===== src/rtl/approx_mult_pipe.sv =====
// Two-stage pipelined unsigned approximate multiplier with per-beat accuracy mode,
// valid/ready handshakes on both sides and a completed-transfer counter.
module approx_mult_pipe #(
    parameter int unsigned W     = 8,
    parameter int unsigned K     = 4,
    parameter int unsigned CNT_W = 32
) (
    input  logic               clk,
    input  logic               rst_n,
    input  logic               in_valid,
    output logic               in_ready,
    input  logic [W-1:0]       x,
    input  logic [W-1:0]       y,
    input  logic [1:0]         mode,
    output logic               out_valid,
    input  logic               out_ready,
    output logic [2*W-1:0]     z,
    output logic [1:0]         z_mode,
    output logic [CNT_W-1:0]   txn_cnt
);

    localparam int unsigned PW = 2 * W;      // product width
    localparam int unsigned HW = 2 * W - K;  // retained-rows partial product width
    localparam int unsigned LW = W + K;      // low-rows partial product width

    // Stage 1 payload
    logic              s1_valid;
    logic [HW-1:0]     s1_h;
    logic [LW-1:0]     s1_c;
    logic [LW-1:0]     s1_l;
    logic [1:0]        s1_mode;

    logic              s2_load_c;
    logic              s1_load_c;
    logic [HW-1:0]     h_c;
    logic [LW-1:0]     c_c;
    logic [LW-1:0]     l_c;
    logic [PW-1:0]     hs_c;
    logic [PW-1:0]     z_c;

    // Backpressure chain: a stage may load when the stage after it is free or draining.
    assign s2_load_c = !out_valid || out_ready;
    assign s1_load_c = !s1_valid || s2_load_c;
    assign in_ready  = s1_load_c;

    // High rows kept exactly; the low rows are the part subject to truncation.
    always_comb begin
        h_c = HW'(y) * HW'(x[W-1:K]);
        l_c = LW'(y) * LW'(x[K-1:0]);
    end

    // Compensation term: every low-row bit that lands in the upper product half, summed exactly.
    always_comb begin
        c_c = '0;
        for (int unsigned i = 0; i < K; i++) begin
            for (int unsigned j = 0; j < W; j++) begin
                if (i + j >= W) begin
                    c_c = c_c + (LW'(x[i] & y[j]) << (i + j));
                end
            end
        end
    end

    // Final add selects which low-row contribution joins the shifted high rows.
    always_comb begin
        hs_c = PW'(s1_h) << K;
        case (s1_mode)
            2'd1:    z_c = hs_c;
            2'd2:    z_c = hs_c + PW'(s1_c);
            default: z_c = hs_c + PW'(s1_l);
        endcase
    end

    // Stage 1 datapath registers; contents are qualified by s1_valid.
    always_ff @(posedge clk) begin
        if (in_valid && s1_load_c) begin
            s1_h    <= h_c;
            s1_c    <= c_c;
            s1_l    <= l_c;
            s1_mode <= mode;
        end
    end

    // Valids, output stage and counter
    always_ff @(posedge clk) begin
        if (!rst_n) begin
            s1_valid  <= 1'b0;
            out_valid <= 1'b0;
            z         <= '0;
            z_mode    <= 2'd0;
            txn_cnt   <= '0;
        end else begin
            if (s1_load_c) begin
                s1_valid <= in_valid;
            end
            if (s2_load_c) begin
                out_valid <= s1_valid;
                if (s1_valid) begin
                    z      <= z_c;
                    z_mode <= s1_mode;
                end
            end
            if (out_valid && out_ready) begin
                txn_cnt <= txn_cnt + CNT_W'(1);
            end
        end
    end

endmodule


===== config.mk =====
export PLATFORM = sky130hd
export DESIGN_NAME = approx_mult_pipe
export DESIGN_NICKNAME = d
export VERILOG_FILES = /design/src/rtl/approx_mult_pipe.sv
export SDC_FILE = /design/constraint.sdc
export NUM_CORES = 1
export LEC_CHECK = 0
export ABC_AREA = 0
export ABC_CLOCK_PERIOD_IN_PS = 9000
export CORE_MARGIN = 2
export CORE_UTILIZATION = 55
export DETAILED_ROUTE_END_ITERATION = 16
export PLACE_DENSITY = 0.79
export SETUP_SLACK_MARGIN = 0.2
export SKIP_LAST_GASP = 1
export SLEW_MARGIN = 30
export SYNTH_ARGS = -nofsm -noshare
export SYNTH_HDL_FRONTEND = slang
export SYNTH_SLANG_ARGS = --single-unit

===== constraint.sdc =====
create_clock -name clk -period 9 [get_ports clk]
set_input_delay 0.9 -clock clk [delete_from_list [all_inputs] [get_ports clk]]
set_output_delay 0.9 -clock clk [all_outputs]
set_load 0.1 [all_outputs]

==> Implementation_results.wiki, run 1 <==
=== Synthesis and place and route ===
{| class="wikitable"
! Metric !! Value
|-
| Status || completed
|-
| Asr flop ratio synth || 0%
|-
| Number of cells on the worst hold path || 2
|-
| Post-synthesis cell type with the largest instance count || and2_1
|-
| Mean routed wirelength per cell || 14.3 microns
|-
| Total leakage power || ~2.9 nW
|-
| Die Footprint || about 11,000 sq um
|-
| Number of primary I/O pins || 74
|-
| Post-route insts no fill || between 800 and 900
|-
| Final std cell area, no fill || roughly 6800 sq um
|-
| # DRC || 0
|-
| Antenna viol nets, final || 0
|-
| Count of final max-slew check failures || 0
|-
| Number of buffers between clock root and the deepest sink || 2
|-
| Number of levels the H-tree was split into || 3
|-
| Cell area after technology mapping || roughly 5700 sq um
|-
| Largest net degree at the start of global routing || 59
|-
| Slew Limit Headroom || between 30% and 40%
|-
| Reg-to-reg setup timing slack || around 6 ns
|-
| CTS Hold Bufs || 0
|-
| Distinct cells, synth || between 60 and 70
|-
| First-pass DRT Iterations || 4
|-
| R2r startpoint || s1_mode[0]
|-
| Overall routing resource usage || between 20% and 30%
|-
| Insertion delay to the later sink of the worst-skew pair || 0.35 ns
|-
| Critical path type || primary input to register
|-
| Setup repair after global routing missed its margin || no
|-
| Reg-to-reg endpoint || z[12]
|-
| Yosys chip area || ~5700 sq um
|-
| Register share after synthesis || around a third
|-
| Nets || 765
|-
| Number of standard-cell rows in the floorplan || 37
|-
| Final hold violations || 0
|-
| Final setup fails || 0
|-
| Overflow left after global routing || 0
|-
| Hold-critical path endpoint || z[3]
|-
| Ant. Diodes || 0
|-
| Top FF cell, synth || dfxtp_1
|-
| Routability congestion estimate from global placement || about 0.87
|-
| Number of instances in the synthesized netlist || roughly 600
|-
| Number of placed cells counting well taps || 798
|-
| Clock tree root buffer cell || clkbuf_8
|-
| Worst-case vdd ir drop || between 0.00008 and 0.00009 V
|-
| Detailed placer's ending HPWL || ~9.1 mm
|-
| Cell area power density || about 160 nW/um^2
|-
| Type of destination of the critical path || register
|-
| CP startpoint kind || primary input
|-
| CP Data Required Time || 9.15 ns
|-
| Width of the die || 106 microns
|-
| Via count of the routed design || 4,397
|-
| Clock tree from TritonCTS || built
|-
| Fraction of layout cells with a size suffix above 1 || under 10%
|-
| Nets at Floorplan || 695
|-
| Top cell types by occurrence after synthesis || and2_1 (74), inv_1 (54), dfxtp_1 (52), nand2_1 (51), ha_1 (44)
|}
==> run 1: report_power, final <==
group | total (W) | switching [W] | internal, W
Combinational | 0.000384 | 0.000230 | 0.000154
Sequential | 0.000444 | 0.0000178 | 0.000426
Clock | 0.000270 | 0.000129 | 0.000141
==> run 1: flip-flops by register name, indices dropped and copies added (netlist names) <==
name       count
txn_cnt       32
z             16
s1_h          12
s1_l          12
s1_c           4
s1_mode        2
z_mode         2
out_valid      1
s1_valid       1
==> run 1: placed cells by master, fill, tap and decap left out, drive strengths merged, types with 3 or more instances in the layout <==
master and instances:
and4 5, nor4 7, mux2 4, o211ai 5, edfxtp 30, and2 74
a221oi 7, xnor2 25, nor2 22, inv 55, or2 4, nand2 51
mux2i 3, nor2b 13, nor3 11, nor3b 4, a21oi 24, clkdlybuf4s50 73
fa 26, nand3 21, xor2 16, dfxtp 52, nand2b 6, ha 44
a21boi 10, a211o 3, o21ai 21, nand4 8, or3 6, o21a 3
clkbuf 13, a21o 4, buf 3
==> run 1: routing by layer <==
layer / routed length [microns] / vias up / global-route usage [%] / part of all wire (%)
li1: - / 2216 / - / -
met1: 5190 / 2055 / 27.0 / 44
met2: 5770 / 115 / 38.5 / 49
met3: 540 / 11 / 3.31 / 4.6
met4: 167 / 0 / 7.33 / 1.4
met5: 0 / - / 0 / 0
==> run 1: metrics by stage <==
step,total power [W],setup slack [ns]
after floorplan,0.000743,5.32
after global placement,0.000819,4.67
after detailed placement,0.000832,4.61
after CTS,0.00110,5.00
after global routing,0.00117,4.72
final,0.00110,4.96
==> run 1: cell families (layout without fill, tap and decap cells) <==
family / Yosys count / count (layout) / synth area share, %
compound gates: 96 / 96 / 11.6
fa+ha+maj: 70 / 70 / 18.6
xor+xnor: 41 / 41 / 6.25
mux: 7 / 7 / 1.31
simple gates: 236 / 236 / 23.3
flops: 82 / 82 / 33.8
buf+inv: 71 / 146 / 5.07
==> run 1: worst max-delay path: stages <==
cell and delay (ns):
clkdlybuf4s50_1 0.53, and2_1 0.22, fa_1 0.55, inv_1 0.06
fa_1 0.52, inv_1 0.04, ha_1 0.34, nor2b_1 0.15
o21a_1 0.18, o21ai_0 0.31, nand2_1 0.10, o311ai_0 0.28
==> run 1: final cells by class <==
cell class                      instances  area (sq um)
Inverter                               54           203
Multi-Input combinational cell        450          3510
Fill cell                             816          3440
Clock inverter                          3          16.3
Sequential cell                        82          1940
Tap cell                              136           170
Timing Repair Buffer                   76           753
Clock buffer                           13           191
==> run 1: worst max path at each step <==
stage / startpoint / to / slack (ns) / cells after the start
6_report: x[7] / s1_h[8] / 4.96 / 12
2_1_floorplan: y[4] / s1_h[11] / 5.32 / 11
3_5_place_dp: x[7] / s1_h[11] / 4.61 / 12
4_1_cts: x[7] / s1_h[11] / 5.00 / 12
5_1_grt: y[1] / s1_h[8] / 4.72 / 12
3_3_place_gp: y[6] / s1_h[11] / 4.67 / 12
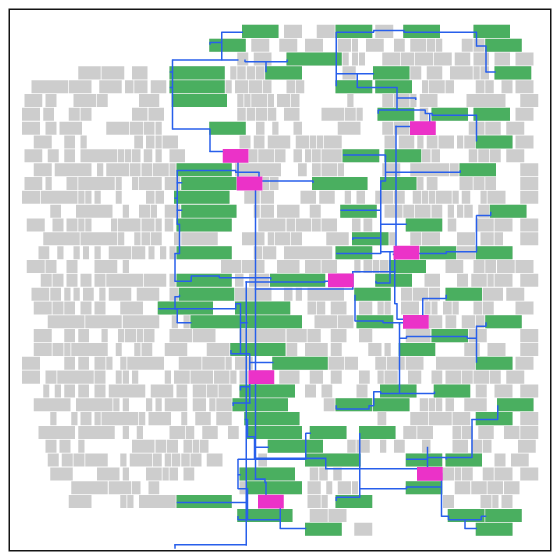
**Above:** run 1 (clock network drawn from the DEF).
[clock wires] blue | length: 966 microns
[flip-flops] green | count: 82
[clock-net drivers] magenta | count: 9
routed clock nets: 10

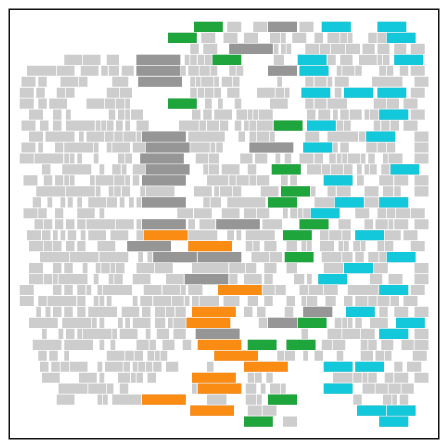
**Above:** run 1 (where the registers sit).
| name in the netlist | colour | sequential cells |
|---|---|---|
| txn_cnt | cyan | 32 |
| z | green | 16 |
| s1_l | orange | 12 |
storage element area: 1940 sq um
final cell utilization of the core: 66.3%
sequential portion of the cell area: 28.6%

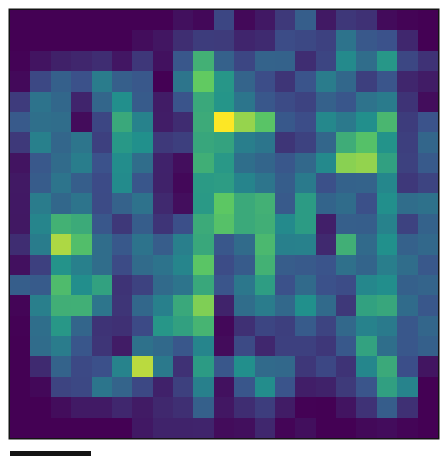
**Above:** run 1 (routed metal per tile).
Scale bar: 20 microns. 21 x 21 tiles, from dark purple (low) to yellow (high), scaled to the fullest tile. Values are wire area over tile area, all layers added.
tiles over half the peak: 14%
mean over tiles: 0.16
nearly empty tiles: 9.3%
fullest tile: 0.57

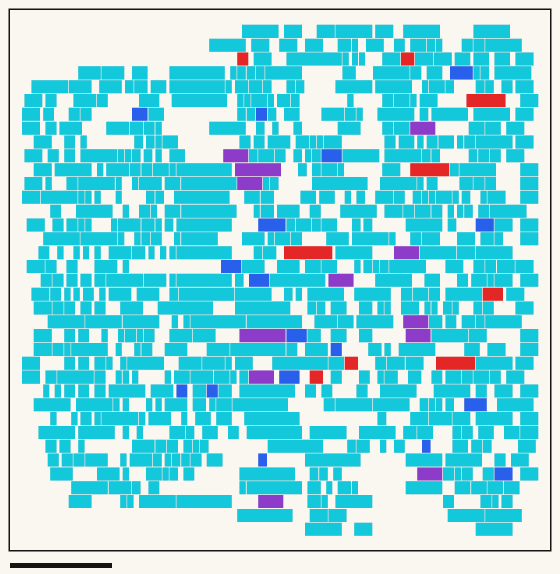
**Above:** run 1 (sizing map).
Scale bar: 20 microns.
| size | colour | cells | share |
|---|---|---|---|
| x6 and larger | purple | 12 | 1.8% |
| x1 and smaller | cyan | 640 | 94% |
| x3 and x4 | red | 9 | 1.3% |
| x2 | blue | 17 | 2.5% |

==> run 2, diff against run 1 <==
--- a/config.mk
+++ b/config.mk
@@ -6,11 +6,11 @@
 export NUM_CORES = 1
 export LEC_CHECK = 0
 export ABC_AREA = 0
-export ABC_CLOCK_PERIOD_IN_PS = 9000
+export ABC_CLOCK_PERIOD_IN_PS = 3700
 export CORE_MARGIN = 2
-export CORE_UTILIZATION = 55
+export CORE_UTILIZATION = 51
 export DETAILED_ROUTE_END_ITERATION = 16
-export PLACE_DENSITY = 0.79
+export PLACE_DENSITY = 0.77
 export SETUP_SLACK_MARGIN = 0.2
 export SKIP_LAST_GASP = 1
 export SLEW_MARGIN = 30
==> constraint.sdc (replaced) <==
create_clock -name clk -period 3.7 [get_ports clk]
set_input_delay 0.37 -clock clk [delete_from_list [all_inputs] [get_ports clk]]
set_output_delay 0.37 -clock clk [all_outputs]
set_load 0.1 [all_outputs]
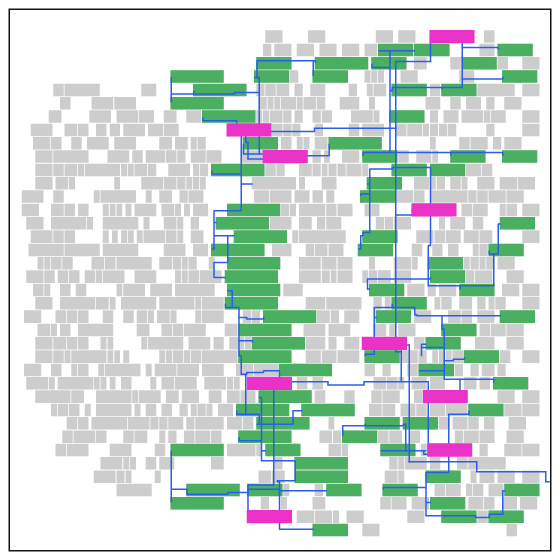
**Above:** run 2 (clock network drawn from the DEF).
[clock-net drivers] magenta | count: 9
[clock wires] blue | length: 993 microns
[flip-flops] green | count: 82
routed clock nets: 10
part of the total power dissipated in the clock network: 29.0%
insertion delay to the later sink of the worst-skew pair: 0.33 ns
Layout Skew: 0.00528 ns

==> Implementation_results.wiki, run 2 <==
=== Synthesis and place and route ===
{| class="wikitable"
! Metric !! Value
|-
| Top FF cell, synth || dfxtp_1
|-
| Largest net degree at the start of global routing || 59 (unchanged)
|-
| Most frequent logic cell in the layout || and2_1
|-
| Worst-case vdd ir drop || 0.000271 V (+220%)
|-
| Fill cells || 884 (+8.3%)
|-
| Share of the clock period used by the worst path after layout || 92.0%
|-
| Number of instances in the synthesized netlist || 603 (unchanged)
|-
| Flip-flop count of the largest register, all copies and words added || 32 (unchanged)
|-
| CP startpoint kind || primary input
|-
| Post-synth top area cell || dfxtp_1
|-
| Number of standard-cell rows in the floorplan || 38 (+2.7%)
|-
| Flops after synth || slightly above 80
|-
| Number of levels the H-tree was split into || 3 (unchanged)
|-
| Reg-to-reg setup timing slack || 0.69 ns (-5.36 ns)
|-
| Setup repair after global routing missed its margin || no
|-
| Final setup fails || 0 (unchanged)
|-
| Initial detailed-routing violation count || 376
|-
| Number of sinks driven by the clock tree || 82
|-
| Overall routing resource usage || 20.7% (-1.0 points)
|-
| Post-synthesis cell type with the largest instance count || and2_1
|-
| Antenna viol nets, final || 0 (unchanged)
|-
| Wire length on met2 || 5.96 mm (+3.3%)
|-
| Met3 WL post-DR || 571 microns (+5.7%)
|-
| Tally of yosys warning messages || 0
|-
| P&R area growth vs syn || 23.1%
|-
| Vias in the first global route || between 4,000 and 5,000
|-
| Setup WS post-layout || 0.294 ns (-4.66 ns)
|-
| Length in cells of the worst reg-to-reg path || 9
|-
| Synthesized area per cell || between 9 and 10 sq um
|-
| Routability congestion estimate from global placement || 0.926 (+6.5%)
|-
| Arrival time at the worst endpoint || ~3.5 ns
|-
| Top cell area share || about 18%
|-
| Worst slack, placed || -0.187 ns (-4.80 ns)
|-
| Minimum clock period after layout || 3.41 ns
|-
| Type of destination of the critical path || register
|-
| Overflow left after global routing || 0 (unchanged)
|-
| Register share after synthesis || 33.8% (unchanged)
|-
| Total Power || 0.00292 W (+170%)
|-
| Length of routed wiring on met1 || 5.30 mm (+2.1%)
|-
| Ant. Diodes || 0 (unchanged)
|-
| Max Clk Rate || roughly 290 MHz
|-
| Cell area power density || 413 nW/um^2 (+160%)
|-
| Via count of the routed design || 4,524 (+2.9%)
|-
| Clock tree root buffer cell || clkbuf_16
|-
| Yosys chip area || 5750 sq um (unchanged)
|-
| Tightest Hold Check Type || register to register
|-
| Asr flop ratio synth || 0% (unchanged)
|-
| Number of enable flip-flop cells || 30
|-
| Standard cell core area || 10,900 sq um
|-
| Clock-pin slew on the worst setup and hold paths || around 0.06 ns
|-
| Overall routed net length || between 10 and 15 mm
|-
| Status || completed
|-
| Wire length of the first global-routing pass || 19.9 mm
|-
| Post-synthesis cell count from yosys || 603
|-
| Top cell types by occurrence after synthesis || and2_1 (74), inv_1 (54), dfxtp_1 (52), nand2_1 (51), ha_1 (44)
|-
| Initial cell density of the core || a little over half
|-
| Mean routed wirelength per cell || 14.4 microns (+0.35%)
|-
| Cell area after technology mapping || 5750 sq um (unchanged)
|-
| Die Footprint || 12,100 sq um (+7.5%)
|-
| Number of buffer cells added on primary ports || ~73
|-
| Detailed placer's ending HPWL || 9.30 mm (+2.5%)
|-
| Critical path type || primary input to register
|-
| Setup TNS || 0 ns
|-
| First-pass DRT Iterations || 4 (unchanged)
|-
| Register ranked first by flip-flop count || txn_cnt
|-
| Largest driver fanout on the critical path || 6
|-
| Clock tree from TritonCTS || built
|-
| CTS Hold Bufs || 0 (unchanged)
|-
| Final hold violations || 0 (unchanged)
|-
| Count of final max-slew check failures || 0 (unchanged)
|-
| Top area cell types || dfxtp_1 (18%), edfxtp_1 (16%), ha_1 (9.6%), fa_1 (9.1%), and2_1 (8.1%)
|-
| Width of the die || 110 microns (+3.7%)
|-
| Slew Limit Headroom || 32.6% (+0.070 points)
|-
| Distinct cells, synth || 63 (unchanged)
|-
| Tool warnings || 27
|-
| # DRC || 0 (unchanged)
|-
| Total leakage power || 3.04 nW (+6.5%)
|-
| Top logic cells by instance count in the layout || and2_1 (74), clkdlybuf4s50_1 (68), inv_1 (54), dfxtp_1 (52), nand2_1 (51)
|-
| Regs by FF count || txn_cnt: 32 flops, z: 16 flops
|-
| Nets at Floorplan || 695 (unchanged)
|-
| Fraction of layout cells with a size suffix above 1 || 9.44% (+3.8 points)
|-
| Number of cells on the worst hold path || 2 (unchanged)
|-
| Number of buffers between clock root and the deepest sink || 2 (unchanged)
|-
| Number of primary I/O pins || 74 (unchanged)
|-
| Die H || between 100 and 150 microns
|-
| Uppermost metal layer occupied by signal nets || met4
|-
| Number of CTS-inserted buffers || 9
|-
| CP Data Required Time || 3.78 ns (-5.37 ns)
|-
| Nets || 787 (+2.9%)
|-
| Drt via density || about 5.4
|}
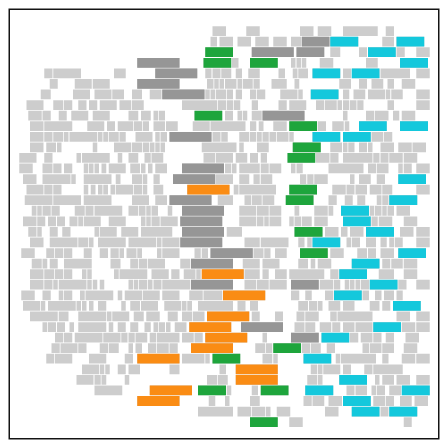
**Above:** run 2 (where the registers sit).
| name in the netlist | colour | sequential cells |
|---|---|---|
| s1_l | orange | 12 |
| z | green | 16 |
| txn_cnt | cyan | 32 |
not coloured: 22
power in sequential cells: 0.00108 W
final cell utilization of the core: 64.7%
sequential portion of the cell area: 27.4%

## run 2: cell counts after synthesis
No cell type changed its count.
## run 2: final timing paths
path	to	from
max	s1_l[9]	x[3]
min	z[3]	z[3]
min reg2reg	z[3]	z[3]
max reg2reg	z[12]	s1_mode[0]
## run 2: cells by family after synthesis
kind of cell | share of synthesized area, %
AND/OR/NAND/NOR | 23.3
AND-OR/OR-AND | 11.6
flip-flops | 33.8
buffers and inverters | 5.07
adder cells (fa/ha/maj) | 18.6
XOR/XNOR | 6.25
multiplexers | 1.31
## run 2: what timing repair did
action,4_1_cts,5_1_grt
setup buffers,0,0
endpoints found under the setup margin,1,6
gates resized,1,12
## run 2: power breakdown
| group | switching (W) | internal [W] |
|---|---|---|
| Combinational | 0.000579 | 0.000417 |
| Sequential | 0.0000405 | 0.00104 |
| Clock | 0.000337 | 0.000508 |
## run 2: critical path, stage by stage
cell and delay [ns]:
clkdlybuf4s50_1 0.50, and2_1 0.23, fa_1 0.53, inv_1 0.05, fa_1 0.52, inv_1 0.04
ha_1 0.30, a21oi_1 0.07, nor2b_1 0.18, nor3_2 0.08, or2_2 0.33, buf_4 0.14
xnor2_1 0.12
## run 2: stage by stage
| step | hold WS (ns) | std cells | area [sq um] |
|---|---|---|---|
| finish | 0.468 | 839 | 7070 |
| CTS | 0.475 | 839 | 7030 |
| detailed placement | 0.468 | 824 | 6750 |
| floorplan | 0.469 | 603 | 5750 |
| global placement | 0.454 | 824 | 6750 |
| global route | 0.510 | 839 | 7070 |
## run 2: cell type report
| type | instances | area (sq um) | area share (%) |
|---|---|---|---|
| clock buffer | 13 | 272 | 3.84 |
| clock inverter | 2 | 10.0 | 0.141 |
| inverter | 54 | 203 | 2.87 |
| multi-input combinational | 450 | 3550 | 50.1 |
| sequential | 82 | 1940 | 27.4 |
| tap | 140 | 175 | 2.48 |
| timing repair buffer | 98 | 926 | 13.1 |
## run 2: per-layer routing
| layer | global-route usage (%) | up-vias |
|---|---|---|
| met5 | 0 | - |
| met3 | 3.29 | 18 |
| met4 | 7.68 | 0 |
| met1 | 24.9 | 2134 |
| met2 | 37.2 | 117 |
| li1 | - | 2255 |
==> run 3, diff against run 2 <==
--- a/config.mk
+++ b/config.mk
@@ -12,7 +12,6 @@
 export DETAILED_ROUTE_END_ITERATION = 16
 export PLACE_DENSITY = 0.77
 export SETUP_SLACK_MARGIN = 0.2
-export SKIP_LAST_GASP = 1
 export SLEW_MARGIN = 30
 export SYNTH_ARGS = -nofsm -noshare
 export SYNTH_HDL_FRONTEND = slang
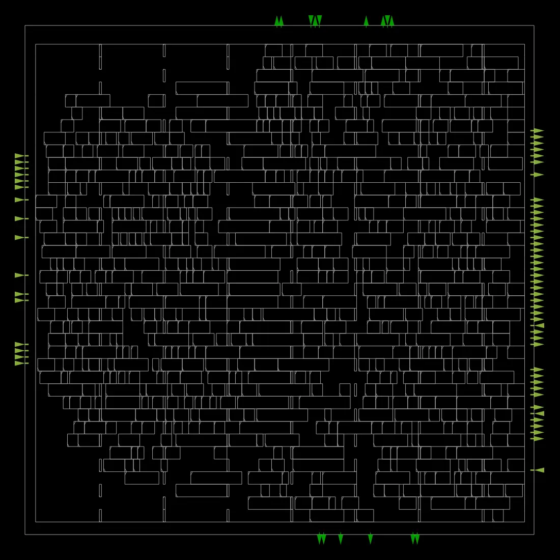
**Above:** run 3 (placement view).
standard cell core area: 10,900 sq um
FF+latch count: 82
count of inserted tapcells: 140
Fill cells: 884
post-route insts no fill: 839

==> Implementation_results.wiki, run 3 <==
=== Synthesis and place and route ===
{| class="wikitable"
! Metric !! Value
|-
| Clock tree from TritonCTS || built
|-
| Cell area after technology mapping || 5750 sq um (unchanged)
|-
| Width of the die || 110 microns (unchanged)
|-
| Via count of the routed design || 4,524 (unchanged)
|-
| Flops after synth || 82 (unchanged)
|-
| P&R area growth vs syn || 23.1% (unchanged)
|-
| Synthesized area per cell || 9.53 sq um (unchanged)
|-
| Minimum clock period after layout || 3.41 ns (unchanged)
|-
| Arrival time at the worst endpoint || 3.48 ns (about the same)
|-
| Post-synthesis cell type with the largest instance count || and2_1
|-
| Number of instances in the synthesized netlist || 603 (unchanged)
|-
| Setup WS post-layout || 0.294 ns (unchanged)
|-
| Share of the clock period used by the worst path after layout || 92.0% (unchanged)
|-
| Final std cell area, no fill || 7070 sq um (unchanged)
|-
| Worst slack, placed || -0.187 ns (unchanged)
|-
| Fin Hold WS || 0.468 ns (unchanged)
|-
| Initial detailed-routing violation count || 376 (unchanged)
|-
| Vias in the first global route || 4,486 (unchanged)
|-
| Post-synth top area cell || dfxtp_1
|-
| Number of buffer cells added on primary ports || 73 (unchanged)
|-
| Type of destination of the critical path || register
|-
| Initial cell density of the core || 52.5% (unchanged)
|-
| Top cell types by occurrence after synthesis || and2_1 (74), inv_1 (54), dfxtp_1 (52), nand2_1 (51), ha_1 (44)
|-
| Clock tree root buffer cell || clkbuf_16
|-
| CTS Hold Bufs || 0 (unchanged)
|-
| Insertion delay to the later sink of the worst-skew pair || 0.33 ns (about the same)
|-
| Asr flop ratio synth || 0% (unchanged)
|-
| Top area cell types || dfxtp_1 (18%), edfxtp_1 (16%), ha_1 (9.6%), fa_1 (9.1%), and2_1 (8.1%)
|-
| Wire length of the first global-routing pass || 19.9 mm (unchanged)
|-
| Worst-case vdd ir drop || 0.000271 V (unchanged)
|-
| Tool warnings || 27 (unchanged)
|-
| Number of CTS-inserted buffers || 9 (unchanged)
|-
| Tightest Hold Check Type || register to register
|-
| Overall routing resource usage || 20.7% (unchanged)
|-
| Top FF cell, synth || dfxtp_1
|-
| Layout Skew || 0.00528 ns (unchanged)
|-
| Number of standard-cell rows in the floorplan || 38 (unchanged)
|-
| Number of sinks driven by the clock tree || 82 (unchanged)
|-
| Routability congestion estimate from global placement || 0.926 (unchanged)
|-
| Number of enable flip-flop cells || 30 (unchanged)
|-
| Status || completed
|-
| CP startpoint kind || primary input
|-
| Area after detailed placement || 6750 sq um (unchanged)
|-
| Nets at Floorplan || 695 (unchanged)
|-
| Register share after synthesis || 33.8% (unchanged)
|-
| Count of final max-slew check failures || 0 (unchanged)
|-
| Antenna viol nets, final || 0 (unchanged)
|-
| Largest net degree at the start of global routing || 59 (unchanged)
|-
| Final hold violations || 0 (unchanged)
|-
| Ant. Diodes || 0 (unchanged)
|-
| Top logic cells by instance count in the layout || and2_1 (74), clkdlybuf4s50_1 (68), inv_1 (54), dfxtp_1 (52), nand2_1 (51)
|-
| Storage element area || 1940 sq um (unchanged)
|}
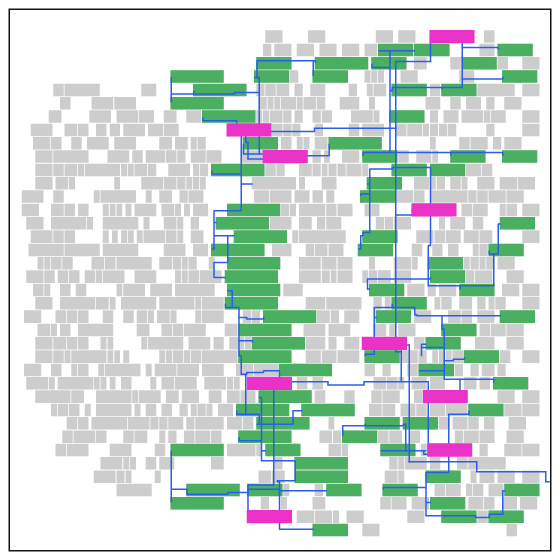
**Above:** run 3 (clock network drawn from the DEF).
[clock wires] blue | length: 993 microns
[clock-net drivers] magenta | count: 9
[flip-flops] green | count: 82
routed clock nets: 10
Clock Power: 0.000845 W

run 3: cell counts after synthesis:
Identical to the previous run, type by type.
run 3: power by group:
part           leakage, nW  switching (W)  total [W]  internal (W)
clock network        0.141       0.000337   0.000845      0.000508
logic                 2.18       0.000579   0.000996      0.000417
registers            0.719      0.0000405    0.00108       0.00104
run 3: stage by stage:
stage          setup TNS (ns)  power (W)  util (%)  cells
5_1_grt                     0    0.00309      64.7    839
6_report                    0    0.00292      64.7    839
3_5_place_dp           -0.449    0.00207      61.7    824
2_1_floorplan               0    0.00181         -    603
4_1_cts                     0    0.00292      64.3    839
3_3_place_gp          -0.0114    0.00204      61.7    824
run 3: critical path: stages:
cell	delay, ns
clkdlybuf4s50_1	0.50
and2_1	0.23
fa_1	0.53
inv_1	0.05
fa_1	0.52
inv_1	0.04
ha_1	0.30
a21oi_1	0.07
nor2b_1	0.18
nor3_2	0.08
or2_2	0.33
buf_4	0.14
xnor2_1	0.12
run 3: kinds of logic after synthesis:
group,share of synthesized area [%]
fa+ha+maj,18.6
simple gates,23.3
compound gates,11.6
buf+inv,5.07
mux,1.31
xor+xnor,6.25
flops,33.8
run 3: repair_timing:
item / in CTS / in global routing
resized: 1 / 12
hold endpoints to repair: 0 / 0
setup endpoints to repair: 1 / 6
setup buffers: 0 / 0
run 3: final cells by class:
| cell class | count | area share [%] |
|---|---|---|
| clock inverter | 2 | 0.141 |
| sequential | 82 | 27.4 |
| tap | 140 | 2.48 |
| multi-input combinational | 450 | 50.1 |
| clock buffer | 13 | 3.84 |
| timing repair buffer | 98 | 13.1 |
| inverter | 54 | 2.87 |
run 3: per-layer routing:
| layer | wire (microns) | share of wire (%) | track usage (%) |
|---|---|---|---|
| met1 | 5300 | 44 | 24.9 |
| met2 | 5960 | 49 | 37.2 |
| met3 | 571 | 4.7 | 3.29 |
| met4 | 235 | 1.9 | 7.68 |
| met5 | 0 | 0 | 0 |
run 3: final timing paths:
kind,startpoint,slack [ns],end,cells past startpoint
max,x[3],0.29,s1_l[9],13
min,z[3],0.47,z[3],2
max reg2reg,s1_mode[0],0.69,z[12],9
min reg2reg,z[3],0.47,z[3],2
No activity file was given, so power comes from the tool's default toggle rates.
